--- src/rtl/divu_hilo_unit_pkg.sv ---
// Shared ALU-control / divider definitions: function codes and divider FSM state encoding.
package divu_hilo_unit_pkg;

    localparam logic [5:0] F_DIVU      = 6'b011011;
    localparam logic [5:0] F_MFHI      = 6'b010000;
    localparam logic [5:0] F_MFLO      = 6'b010010;
    localparam logic [5:0] F_HILO_OPEN = 6'b111111;

    typedef enum logic [1:0] {
        IDLE   = 2'd0,
        RUN    = 2'd1,
        COMMIT = 2'd2,
        HOLD   = 2'd3
    } divu_state_t;

    function automatic logic is_divu(input logic [5:0] code);
        return code == F_DIVU;
    endfunction

endpackage

--- src/rtl/divu_core.sv ---
// Iterative restoring unsigned divider: one quotient bit per cycle after a start pulse.
// Optional DIVU_DZ_FLAG_EN adds a divisor_zero output for the captured divisor.
module divu_core
    import divu_hilo_unit_pkg::*;
#(
    parameter int WIDTH = 32,
    parameter int CNT_W = 6
) (
    input  logic             clk,
    input  logic             rst_n,
    input  logic             start,
    input  logic [WIDTH-1:0] dividend,
    input  logic [WIDTH-1:0] divisor,
    output logic             busy,
    output logic             last,
    output logic [WIDTH-1:0] quotient,
    output logic [WIDTH-1:0] remainder
`ifdef DIVU_DZ_FLAG_EN
    ,
    output logic             divisor_zero
`endif
);

    // The settled remainder is always below the divisor, so WIDTH bits hold it;
    // the extra bit only exists in the shifted trial window.
    logic [WIDTH-1:0] rem;
    logic [WIDTH-1:0] quo;
    logic [WIDTH-1:0] dvs;
    logic [CNT_W-1:0] cnt;
    logic             running;
    logic [WIDTH:0]   shifted;
    logic             fits;

    assign shifted   = {rem, quo[WIDTH-1]};
    assign fits      = shifted >= {1'b0, dvs};
    assign last      = running && (cnt == CNT_W'(WIDTH - 1));
    assign busy      = running;
    assign quotient  = quo;
    assign remainder = rem;

`ifdef DIVU_DZ_FLAG_EN
    assign divisor_zero = (dvs == '0);
`endif

    always_ff @(posedge clk or negedge rst_n) begin
        if (!rst_n) begin
            rem     <= '0;
            quo     <= '0;
            dvs     <= '0;
            cnt     <= '0;
            running <= 1'b0;
        end else if (start) begin
            rem     <= '0;
            quo     <= dividend;
            dvs     <= divisor;
            cnt     <= '0;
            running <= 1'b1;
        end else if (running) begin
            if (fits) begin
                rem <= WIDTH'(shifted - {1'b0, dvs});
                quo <= {quo[WIDTH-2:0], 1'b1};
            end else begin
                rem <= shifted[WIDTH-1:0];
                quo <= {quo[WIDTH-2:0], 1'b0};
            end
            cnt <= cnt + CNT_W'(1);
            if (last) begin
                running <= 1'b0;
            end
        end
    end

endmodule

--- src/rtl/divu_hilo_unit.sv ---
// Execute-stage DIVU unit: control FSM, HI/LO registers and MFHI/MFLO read mux.
// Optional DIVU_DZ_FLAG_EN adds a sticky-until-next-start divide-by-zero flag.
module divu_hilo_unit
    import divu_hilo_unit_pkg::*;
#(
    parameter int WIDTH = 32,
    parameter int CNT_W = 6
) (
    input  logic             clk,
    input  logic             rst_n,
    input  logic [5:0]       ctrl_sig,
    input  logic [WIDTH-1:0] dividend,
    input  logic [WIDTH-1:0] divisor,
    output logic             busy,
    output logic             done,
    output logic [WIDTH-1:0] hi_out,
    output logic [WIDTH-1:0] lo_out,
    output logic [WIDTH-1:0] result_out
`ifdef DIVU_DZ_FLAG_EN
    ,
    output logic             dz_flag
`endif
);

    divu_state_t      state;
    logic [WIDTH-1:0] hi;
    logic [WIDTH-1:0] lo;
    logic             start;
    logic             core_busy;
    logic             core_last;
    logic [WIDTH-1:0] core_quo;
    logic [WIDTH-1:0] core_rem;
`ifdef DIVU_DZ_FLAG_EN
    logic             core_dz;
`endif

    assign start  = (state == IDLE) && is_divu(ctrl_sig);
    assign busy   = core_busy || (state == COMMIT);
    assign hi_out = hi;
    assign lo_out = lo;

    divu_core #(
        .WIDTH (WIDTH),
        .CNT_W (CNT_W)
    ) u_core (
        .clk          (clk),
        .rst_n        (rst_n),
        .start        (start),
        .dividend     (dividend),
        .divisor      (divisor),
        .busy         (core_busy),
        .last         (core_last),
        .quotient     (core_quo),
        .remainder    (core_rem)
`ifdef DIVU_DZ_FLAG_EN
        ,
        .divisor_zero (core_dz)
`endif
    );

    // HOLD waits for the code to leave DIVU so a long DIVU runs only one divide.
    always_ff @(posedge clk or negedge rst_n) begin
        if (!rst_n) begin
            state <= IDLE;
            hi    <= '0;
            lo    <= '0;
            done  <= 1'b0;
        end else begin
            done <= 1'b0;
            case (state)
                IDLE: begin
                    if (start) begin
                        state <= RUN;
                    end
                end
                RUN: begin
                    if (core_last) begin
                        state <= COMMIT;
                    end
                end
                COMMIT: begin
                    hi    <= core_rem;
                    lo    <= core_quo;
                    done  <= 1'b1;
                    state <= HOLD;
                end
                HOLD: begin
                    if (!is_divu(ctrl_sig)) begin
                        state <= IDLE;
                    end
                end
                default: state <= IDLE;
            endcase
        end
    end

`ifdef DIVU_DZ_FLAG_EN
    always_ff @(posedge clk or negedge rst_n) begin
        if (!rst_n) begin
            dz_flag <= 1'b0;
        end else if (start) begin
            dz_flag <= 1'b0;
        end else if (state == COMMIT) begin
            dz_flag <= core_dz;
        end
    end
`endif

    // Reads are not stalled here: a read during a divide sees the previous HI/LO.
    always_comb begin
        result_out = '0;
        case (ctrl_sig)
            F_MFHI:      result_out = hi;
            F_MFLO:      result_out = lo;
            F_HILO_OPEN: result_out = '0;
            default:     result_out = '0;
        endcase
    end

endmodule

--- config.mk ---
export PLATFORM = sky130hd
export DESIGN_NAME = divu_hilo_unit
export DESIGN_NICKNAME = d
export VERILOG_FILES = /design/src/rtl/divu_hilo_unit_pkg.sv /design/src/rtl/divu_core.sv /design/src/rtl/divu_hilo_unit.sv
export SDC_FILE = /design/constraint.sdc
export NUM_CORES = 1
export LEC_CHECK = 0
export ABC_CLOCK_PERIOD_IN_PS = 5500
export CAP_MARGIN = 20
export CORE_AREA = 2 2 156 112
export CTS_CLUSTER_DIAMETER = 200
export CTS_CLUSTER_SIZE = 24
export DETAILED_ROUTE_END_ITERATION = 6
export DIE_AREA = 0 0 158 114
export GPL_TIMING_DRIVEN = 0
export HOLD_SLACK_MARGIN = 0.05
export PLACE_DENSITY = 0.86
export SYNTH_ARGS = -nofsm -noshare
export SYNTH_HDL_FRONTEND = slang
export SYNTH_SLANG_ARGS = --single-unit
--- constraint.sdc ---
create_clock -name clk -period 5.5 [get_ports clk]
set_clock_uncertainty 0.2 [all_clocks]
set_input_delay 1.375 -clock clk [delete_from_list [all_inputs] [get_ports clk]]
set_output_delay 1.375 -clock clk [all_outputs]
set_load 0.005 [all_outputs]
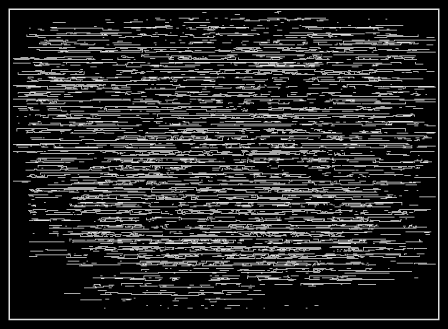
Run 1: signal wires on met1
longest straight run = 48.1 µm
nets with wire on the layer = 1120
Post-Route WL: 27.8 mm
via count: 8301
grt met1 use: 0.443

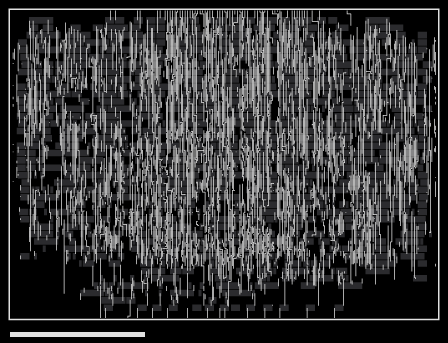
Run 1: metal 2
Bar = 50 µm. Cells faint in the background.
nets with wire on the layer = 1095
wire length on this layer = 12600 µm
main direction = vertical
global-route met2 utilization: 0.487

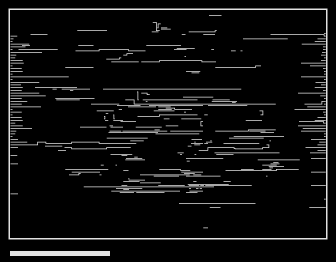
Run 1: the metal 3 layer
Bar = 50 µm.
wire length on this layer = 2400 µm
main direction = horizontal
nets with wire on the layer = 211
longest straight run = 70.6 µm
grt met3 use: 0.0828

==> flow_summary.json, run 1 <==
{
  "yosysCellCount": 963,
  "reg2reg_from": "u_core.quotient[31]",
  "grt_pass1_vias": 8126,
  "synth_area_per_cell_um2": 9.80,
  "dp_cells": 1363,
  "area_leaders": "dfrtp_1 (45%), mux2_2 (8.0%), mux2i_1 (6.8%)",
  "wl_met2_mm": 12.6,
  "routed-wl-met3_mm": 2.40,
  "cp.required_ps": 3920,
  "fin_cells": 1394,
  "top_cell_area_share": 0.451,
  "hold_viol": 0,
  "register_area_um2": 4250,
  "wl_met1_mm": 12.2,
  "setup_slack_ps": 268,
  "synth-async-reset-ratio": 1.00,
  "top_logic_kind": "AND-OR/OR-AND gates",
  "placed_cell_area_um2": 11400,
  "r2r_slack_ps": 1720,
  "signal_buffers": 230,
  "numSynthFlops": 170,
  "yosys-stat-area_um2": 9440,
  "clkLatencyLatePin_ps": 440,
  "cp_top_family": "buffers and inverters",
  "share_comb_of_total_power": 0.556,
  "edf_count": 0,
  "peakVddDrop_uv": 330,
  "worstMarginPinSlew_ps": 947,
  "highest_layer": "met4",
  "viasPerCell": 5.95,
  "initCoreUtil": 0.565,
  "ys_sh_xor": 0.0288,
  "row_count": 40,
  "setup_violations": 0,
  "layout.cells.most_common": "dfrtp_1",
  "grt_overflow": 0,
  "cpPeakStageDelay_ps": 550,
  "postSynthSeqShare": 0.451,
  "post-route-min-period_ps": 5230,
  "status": "finished, final reports clean",
  "min_delay_path_depth": 2,
  "post-route-drc-count": 0,
  "final_layout_size_suffix_gt1_frac": 0.122,
  "most-common-layout-cells": "dfrtp_1 (170), clkdlybuf4s50_1 (167), nand2_1 (147), o21ai_0 (94), nor2_1 (68)",
  "cts.path.max_buffers": 2,
  "seq_area_frac": 0.354,
  "cts_tree": "yes",
  "crit_fanout": 10,
  "power.share.clock": 0.142,
  "firstDrtPassIters": 5,
  "p_int_mw": 4.75,
  "design.seq.count": 170,
  "worstPathArrival_ps": 3660,
  "slew_headroom": 0.369,
  "cp-start-kind": "input port",
  "rsz0062_at_grt": "false",
  "hold_end": "u_core.dvs[0]",
  "slowest_stage": "clkdlybuf4s50_1",
  "power_density_nw_per_um2": 691,
  "final_cell_area_um2": 12000,
  "netlist_top_cells_count": "dfrtp_1 (170), nand2_1 (147), o21ai_0 (94)",
  "report.final.slew_viol_count": 0,
  "reg2reg_depth": 12,
  "grt_max_degree": 127,
  "place_ws_ps": 277,
  "clkbuf_count": 17,
  "buf_share": 0.165,
  "postCtsHoldBufs": 0,
  "inverters": 42,
  "clockRootBuffer": "clkbuf_16",
  "leakage_nw": 5.19,
  "grtUsageTotal": 0.314,
  "post_cts_resized": 0,
  "pwr-share-seq": 0.301,
  "cp_cell_sequence": "clkdlybuf4s50_1 > nand2b_1 > or4_1 > clkbuf_1 > clkbuf_1 > nor2_1 > clkdlybuf4s50_1",
  "num_tap_cells": 231,
  "path_buffers": 4,
  "simple_gate_share": 0.123,
  "final_core_util": 0.718,
  "finalClockPeriodUsage": 0.951,
  "antenna_found_initial": 0,
  "fp.coreArea_um2": 16700,
  "tool_warnings": 32,
  "grt_most_used_layer": "met2",
  "diodes": 0,
  "compound_area_frac": 0.152,
  "p_sw_mw": 3.55,
  "comb_cells": 690,
  "cp-end-kind": "primary output",
  "top_cell": "dfrtp_1",
  "cts_setup_buffers": 0,
  "ys_sh_adder": 0.0525,
  "whs_ps": 334,
  "crit_type": "in -> out",
  "comb_area_frac": 0.396,
  "holdCritStartpoint": "u_core.dvs[0]",
  "ios": 170,
  "logic_area_um2": 4760,
  "r2r-end": "u_core.remainder[30]",
  "p_total_mw": 8.30,
  "n_fill_cell": 1230,
  "synth_nets": 1074,
  "grt_pass1_wl_mm": 43.3,
  "switching_share": 0.428,
  "ys_warn_count": 0,
  "largest_cell_class": "logic gates",
  "dieArea_um2": 18000,
  "nNetsFinal": 1262,
  "gp_congestion": 0.914,
  "cts_inserted_buffers": 17,
  "drtAntennaViolNets": 0,
  "tns_ps": 0,
  "fmax_mhz": 191,
  "synth-main-ff-cell": "dfrtp_1",
  "wl_per_cell_um": 19.9,
  "hp-class": "reg -> reg",
  "mux_share": 0.148,
  "clkCellAreaFrac": 0.0470,
  "path_clk_slew_ps": 70,
  "syn_inst": 963,
  "area_growth_pct": 27.2,
  "dieHeight_um": 114,
  "dp_hpwl_mm": 19.9,
  "netlist_area_um2": 9440,
  "synth_cell_types": 61,
  "first_iter_violations": 706,
  "htree_num_levels": 4,
  "clock_sinks": 170,
  "synth_top_cell_by_area": "dfrtp_1"
}
run 1: power groups by stage:
stage          combinational (mW)  clock (mW)  sequential [mW]
6_report                     4.62        1.18             2.50
5_1_grt                      5.07        1.23             2.56
4_1_cts                      4.55        1.17             2.48
3_5_place_dp                 4.48           0             2.49
3_3_place_gp                 4.33           0             2.46
2_1_floorplan                3.16           0             2.28
run 1: how the worst max path moves through the flow:
stage                     start        endpoint  slack [ps]  cells after the start
detailed placement  ctrl_sig[5]  result_out[17]         280                      7
global route        ctrl_sig[5]  result_out[20]         190                      7
floorplan           ctrl_sig[5]   result_out[0]        1570                      5
CTS                 ctrl_sig[5]  result_out[17]         260                      7
global placement          rst_n       lo_out[8]       -4050                      1
finish              ctrl_sig[5]  result_out[17]         270                      7
Run 1, track usage over the die:
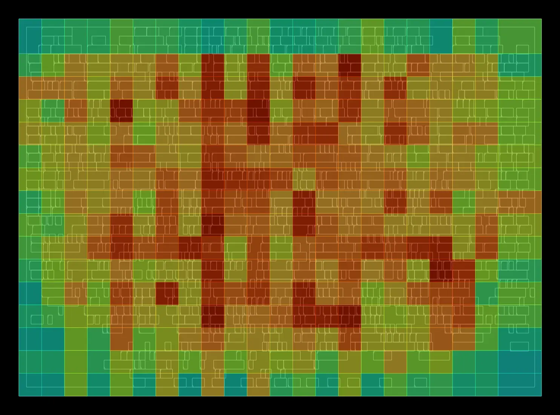

==> run 1 -> run 2 <==
--- a/config.mk
+++ b/config.mk
@@ -15,6 +15,7 @@
 export GPL_TIMING_DRIVEN = 0
 export HOLD_SLACK_MARGIN = 0.05
 export PLACE_DENSITY = 0.86
+export SETUP_SLACK_MARGIN = 0.3
 export SYNTH_ARGS = -nofsm -noshare
 export SYNTH_HDL_FRONTEND = slang
 export SYNTH_SLANG_ARGS = --single-unit
==> constraint.sdc (replaced) <==
create_clock -name clk -period 5.5 [get_ports clk]
set_clock_uncertainty 0.2 [all_clocks]
set_input_delay 1.375 -clock clk [delete_from_list [all_inputs] [get_ports clk]]
set_output_delay 1.375 -clock clk [all_outputs]
set_load 0.02 [all_outputs]
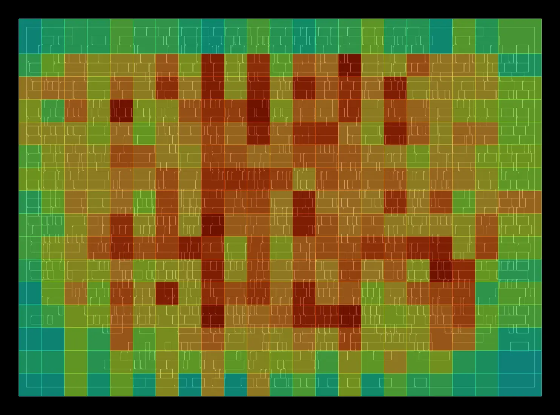
Run 2: track usage over the die
grt met1 use: 0.443
grt met3 use: 0.0817
GR peak layer: met2

==> flow_summary.json, run 2 <==
{
  "clkbuf_count": 17,
  "hp-class": "reg -> reg",
  "simple_gate_share": 0.123,
  "ys_sh_xor": 0.0288,
  "postCtsHoldBufs": 0,
  "slew_headroom": 0.349,
  "clkLatencyLatePin_ps": 440,
  "reg2reg_depth": 12,
  "num_tap_cells": 231,
  "clock_sinks": 170,
  "min_delay_path_depth": 2,
  "synth_top_cell_by_area": "dfrtp_1",
  "status": "finished, final reports clean",
  "dieArea_um2": 18000,
  "area_leaders": "dfrtp_1 (45%), mux2_2 (8.0%), mux2i_1 (6.8%)",
  "peakVddDrop_uv": 358,
  "compound_area_frac": 0.152,
  "grtUsageTotal": 0.314,
  "register_area_um2": 4250,
  "hold_viol": 0,
  "tool_warnings": 32,
  "ys_sh_adder": 0.0525,
  "die_x_um": 158,
  "top_logic_kind": "AND-OR/OR-AND gates",
  "numSynthFlops": 170,
  "path_clk_slew_ps": 70,
  "nNetsFinal": 1262,
  "whs_ps": 333,
  "final_core_util": 0.721,
  "n_fill_cell": 1212,
  "wl_met2_mm": 12.7,
  "netlist_area_um2": 9440,
  "cp-start-kind": "input port",
  "first_iter_violations": 731,
  "edf_count": 0,
  "holdCritStartpoint": "u_core.dvs[0]",
  "wl_per_cell_um": 20.0,
  "synth_area_per_cell_um2": 9.80,
  "final_cell_area_um2": 12100,
  "final_layout_size_suffix_gt1_frac": 0.125,
  "dp_hpwl_mm": 19.9,
  "inverters": 42,
  "crit_type": "in -> out",
  "grt_pass1_wl_mm": 43.3,
  "viasPerCell": 5.95,
  "power_density_nw_per_um2": 713,
  "dp_cells": 1363,
  "routed-wl-met3_mm": 2.30,
  "report.final.slew_viol_count": 0,
  "r2r_slack_ps": 1720,
  "gp_congestion": 0.914,
  "drtAntennaViolNets": 0,
  "fmax_mhz": 195,
  "cts_inserted_buffers": 17,
  "comb_cells": 690,
  "ys_warn_count": 0,
  "synth-main-ff-cell": "dfrtp_1",
  "cts.path.max_buffers": 2,
  "most-common-layout-cells": "dfrtp_1 (170), clkdlybuf4s50_1 (150), nand2_1 (147), o21ai_0 (94), nor2_1 (68)",
  "cp-end-kind": "primary output",
  "area_growth_pct": 27.7,
  "rsz0062_at_grt": "false",
  "reg2reg_from": "u_core.quotient[31]",
  "post-route-drc-count": 0,
  "yosysCellCount": 963,
  "highest_layer": "met4",
  "largest_cell_class": "logic gates",
  "p_total_mw": 8.60,
  "place_ws_ps": 175,
  "top_cell": "dfrtp_1",
  "hold_end": "u_core.dvs[0]",
  "cp.required_ps": 3920,
  "row_count": 40,
  "postSynthSeqShare": 0.451,
  "crit_fanout": 10,
  "buf_share": 0.169,
  "clockRootBuffer": "clkbuf_16",
  "yosys-stat-area_um2": 9440,
  "grt_max_degree": 127,
  "grt_pass1_vias": 8116,
  "top_cell_area_share": 0.451,
  "fin_cells": 1394,
  "syn_inst": 963,
  "placed_cell_area_um2": 11400,
  "fp.coreArea_um2": 16700,
  "diodes": 0,
  "clkCellAreaFrac": 0.0468,
  "post-route-min-period_ps": 5140,
  "cp-endpoint": "result_out[25]",
  "setup_slack_ps": 363,
  "mux_share": 0.148,
  "antenna_found_initial": 0,
  "cts_tree": "yes",
  "synth_cell_types": 61,
  "htree_num_levels": 4,
  "synth-async-reset-ratio": 1.00,
  "initCoreUtil": 0.565,
  "comb_area_frac": 0.395,
  "layout.cells.most_common": "dfrtp_1",
  "maxCapViolations": 0,
  "synth_nets": 1074,
  "setup_violations": 0,
  "finalClockPeriodUsage": 0.934,
  "leakage_nw": 5.52,
  "signal_buffers": 230,
  "crit_start": "ctrl_sig[5]",
  "ios": 170,
  "worstPathArrival_ps": 3560,
  "netlist_top_cells_count": "dfrtp_1 (170), nand2_1 (147), o21ai_0 (94)",
  "seq_area_frac": 0.353,
  "design.seq.count": 170,
  "io_buffers": 168,
  "wl_met1_mm": 12.3,
  "dieHeight_um": 114,
  "firstDrtPassIters": 5,
  "logic_area_um2": 4760,
  "worstMarginPinSlew_ps": 977,
  "grt_overflow": 0,
  "tns_ps": 0,
  "r2r-end": "u_core.remainder[30]"
}
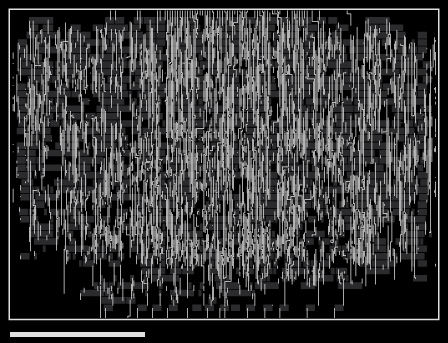
Run 2: metal 2
Bar = 50 µm. Cells faint in the background.
longest straight run = 67.7 µm
wire length on this layer = 12700 µm
main direction = vertical
nets with wire on the layer = 1095
via count: 8300
global-route met2 utilization: 0.488
Post-Route WL: 27.9 mm

-- run 2: report_power, final --
| part | total (mW) | internal (mW) | switching [mW] |
|---|---|---|---|
| combinational | 4.92 | 2.23 | 2.69 |
| sequential | 2.50 | 1.89 | 0.609 |
| clock | 1.18 | 0.632 | 0.548 |
-- run 2: timing repair --
item | 4_1_cts | 5_1_grt
setup endpoints to repair | 30 | 26
gates resized | 5 | 18
setup buffers | 0 | 0
-- run 2: per-layer routing --
layer / track usage / vias to the layer above
li1: - / 3722
met1: 0.443 / 4143
met2: 0.488 / 384
met3: 0.0817 / 51
met4: 0.0787 / 0
met5: 0 / -
-- run 2: critical path, cell delays in order --
cell and delay [ps]:
clkdlybuf4s50_1 390, nand2b_1 160, or4_1 400, clkbuf_1 220, clkbuf_4 270, nor2_1 130
clkdlybuf4s50_1 610
==> run 2 -> run 3 <==
--- a/config.mk
+++ b/config.mk
@@ -9,7 +9,7 @@
 export CAP_MARGIN = 20
 export CORE_AREA = 2 2 156 112
 export CTS_CLUSTER_DIAMETER = 200
-export CTS_CLUSTER_SIZE = 24
+export CTS_CLUSTER_SIZE = 25
 export DETAILED_ROUTE_END_ITERATION = 6
 export DIE_AREA = 0 0 158 114
 export GPL_TIMING_DRIVEN = 0
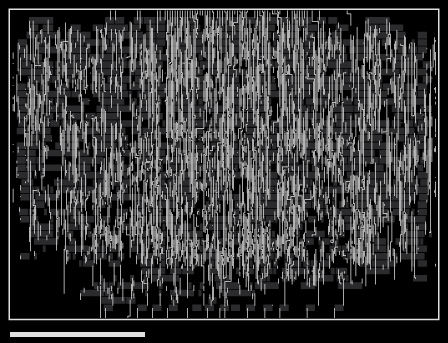
Run 3: metal 2
Bar = 50 µm. Cells faint in the background.

==> flow_summary.json, run 3 <==
{
  "reg2reg_depth": 12,
  "reg2reg_from": "u_core.quotient[31]",
  "io_buffers": 168,
  "slew_headroom": 0.349,
  "cpPeakStageDelay_ps": 610,
  "grt_max_degree": 127,
  "final_core_util": 0.721,
  "final_layout_size_suffix_gt1_frac": 0.125,
  "path_clk_slew_ps": 70,
  "layout.cells.most_common": "dfrtp_1",
  "fin_cells": 1394,
  "edf_count": 0,
  "netlist_top_cells_count": "dfrtp_1 (170), nand2_1 (147), o21ai_0 (94)",
  "netlist_area_um2": 9440,
  "area_leaders": "dfrtp_1 (45%), mux2_2 (8.0%), mux2i_1 (6.8%)",
  "placed_cell_area_um2": 11400,
  "rsz0062_at_grt": "false",
  "area_growth_pct": 27.7,
  "final_cell_area_um2": 12100,
  "cp_cell_sequence": "clkdlybuf4s50_1 > nand2b_1 > or4_1 > clkbuf_1 > clkbuf_4 > nor2_1 > clkdlybuf4s50_1",
  "dieArea_um2": 18000,
  "post-route-min-period_ps": 5140,
  "place_ws_ps": 175,
  "p_clk_mw": 1.18,
  "grtUsageTotal": 0.314,
  "cp_top_family": "buffers and inverters",
  "top_cell": "dfrtp_1",
  "power_density_nw_per_um2": 713,
  "dp_cells": 1363,
  "status": "finished, final reports clean",
  "nNetsFinal": 1262,
  "whs_ps": 333,
  "cp.required_ps": 3920,
  "tool_warnings": 32,
  "cts.path.max_buffers": 2,
  "clock_sinks": 170,
  "peakVddDrop_uv": 358,
  "finalWirelength_mm": 27.9,
  "grt_pass1_wl_mm": 43.3,
  "grt_overflow": 0,
  "report.final.slew_viol_count": 0,
  "r2r-end": "u_core.remainder[30]",
  "synth-main-ff-cell": "dfrtp_1",
  "leakage_nw": 5.52,
  "top_power_group": "combinational logic",
  "r2r_slack_ps": 1720,
  "slowest_stage": "clkdlybuf4s50_1",
  "postCtsHoldBufs": 0,
  "most-common-layout-cells": "dfrtp_1 (170), clkdlybuf4s50_1 (150), nand2_1 (147), o21ai_0 (94), nor2_1 (68)",
  "ys_sh_xor": 0.0288,
  "pwr-share-seq": 0.291,
  "mux_share": 0.148,
  "yosys-stat-area_um2": 9440,
  "crit_start": "ctrl_sig[5]",
  "initCoreUtil": 0.565,
  "numSynthFlops": 170,
  "p_int_mw": 4.75,
  "compound_area_frac": 0.152,
  "worstMarginPinSlew_ps": 977,
  "setup_violations": 0,
  "dp_hpwl_mm": 19.9,
  "p_total_mw": 8.60,
  "ys_sh_adder": 0.0525,
  "syn_inst": 963,
  "tns_ps": 0,
  "seq-power_mw": 2.50,
  "min_delay_path_depth": 2,
  "crit_fanout": 10,
  "viasPerCell": 5.95,
  "comb_power_mw": 4.92,
  "cp-start-kind": "input port",
  "simple_gate_share": 0.123,
  "row_count": 40,
  "first_iter_violations": 731,
  "post-route-drc-count": 0,
  "synth-async-reset-ratio": 1.00,
  "grt_pass1_vias": 8116,
  "setup_slack_ps": 363,
  "gp_congestion": 0.914,
  "cp-end-kind": "primary output",
  "ios": 170,
  "vias": 8300,
  "finalClockPeriodUsage": 0.934,
  "cts_setup_buffers": 0,
  "firstDrtPassIters": 5,
  "worstPathArrival_ps": 3560,
  "drtAntennaViolNets": 0,
  "cp-endpoint": "result_out[25]"
}
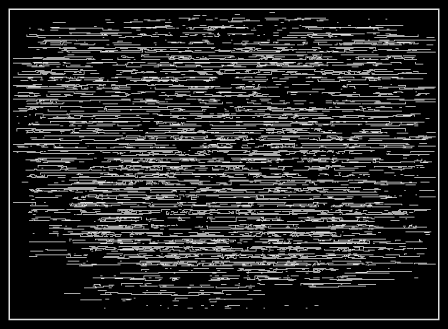
Run 3: signal wires on met1
main direction = horizontal
wire length on this layer = 12300 µm

-- run 3: cell counts after synthesis --
Identical to the previous run, type by type.
-- run 3: final cells by class --
| class | instances | area, µm² | area share |
|---|---|---|---|
| repair buffers | 169 | 1760 | 0.146 |
| plain buffers | 61 | 279 | 0.0231 |
| inverters | 42 | 158 | 0.0131 |
| clock inverters | 14 | 139 | 0.0115 |
| well taps | 231 | 289 | 0.0240 |
| flip-flops and latches | 170 | 4250 | 0.353 |
| clock buffers | 17 | 425 | 0.0353 |
| multi-input cells | 690 | 4760 | 0.395 |
-- run 3: routing by layer --
metal	global-route usage	vias to the layer above	share of wire
met5	0	-	0
met4	0.0787	0	0.020
met3	0.0817	51	0.082
met2	0.488	384	0.46
met1	0.443	4143	0.44
li1	-	3722	-
No activity file was given, so power comes from the tool's default toggle rates.
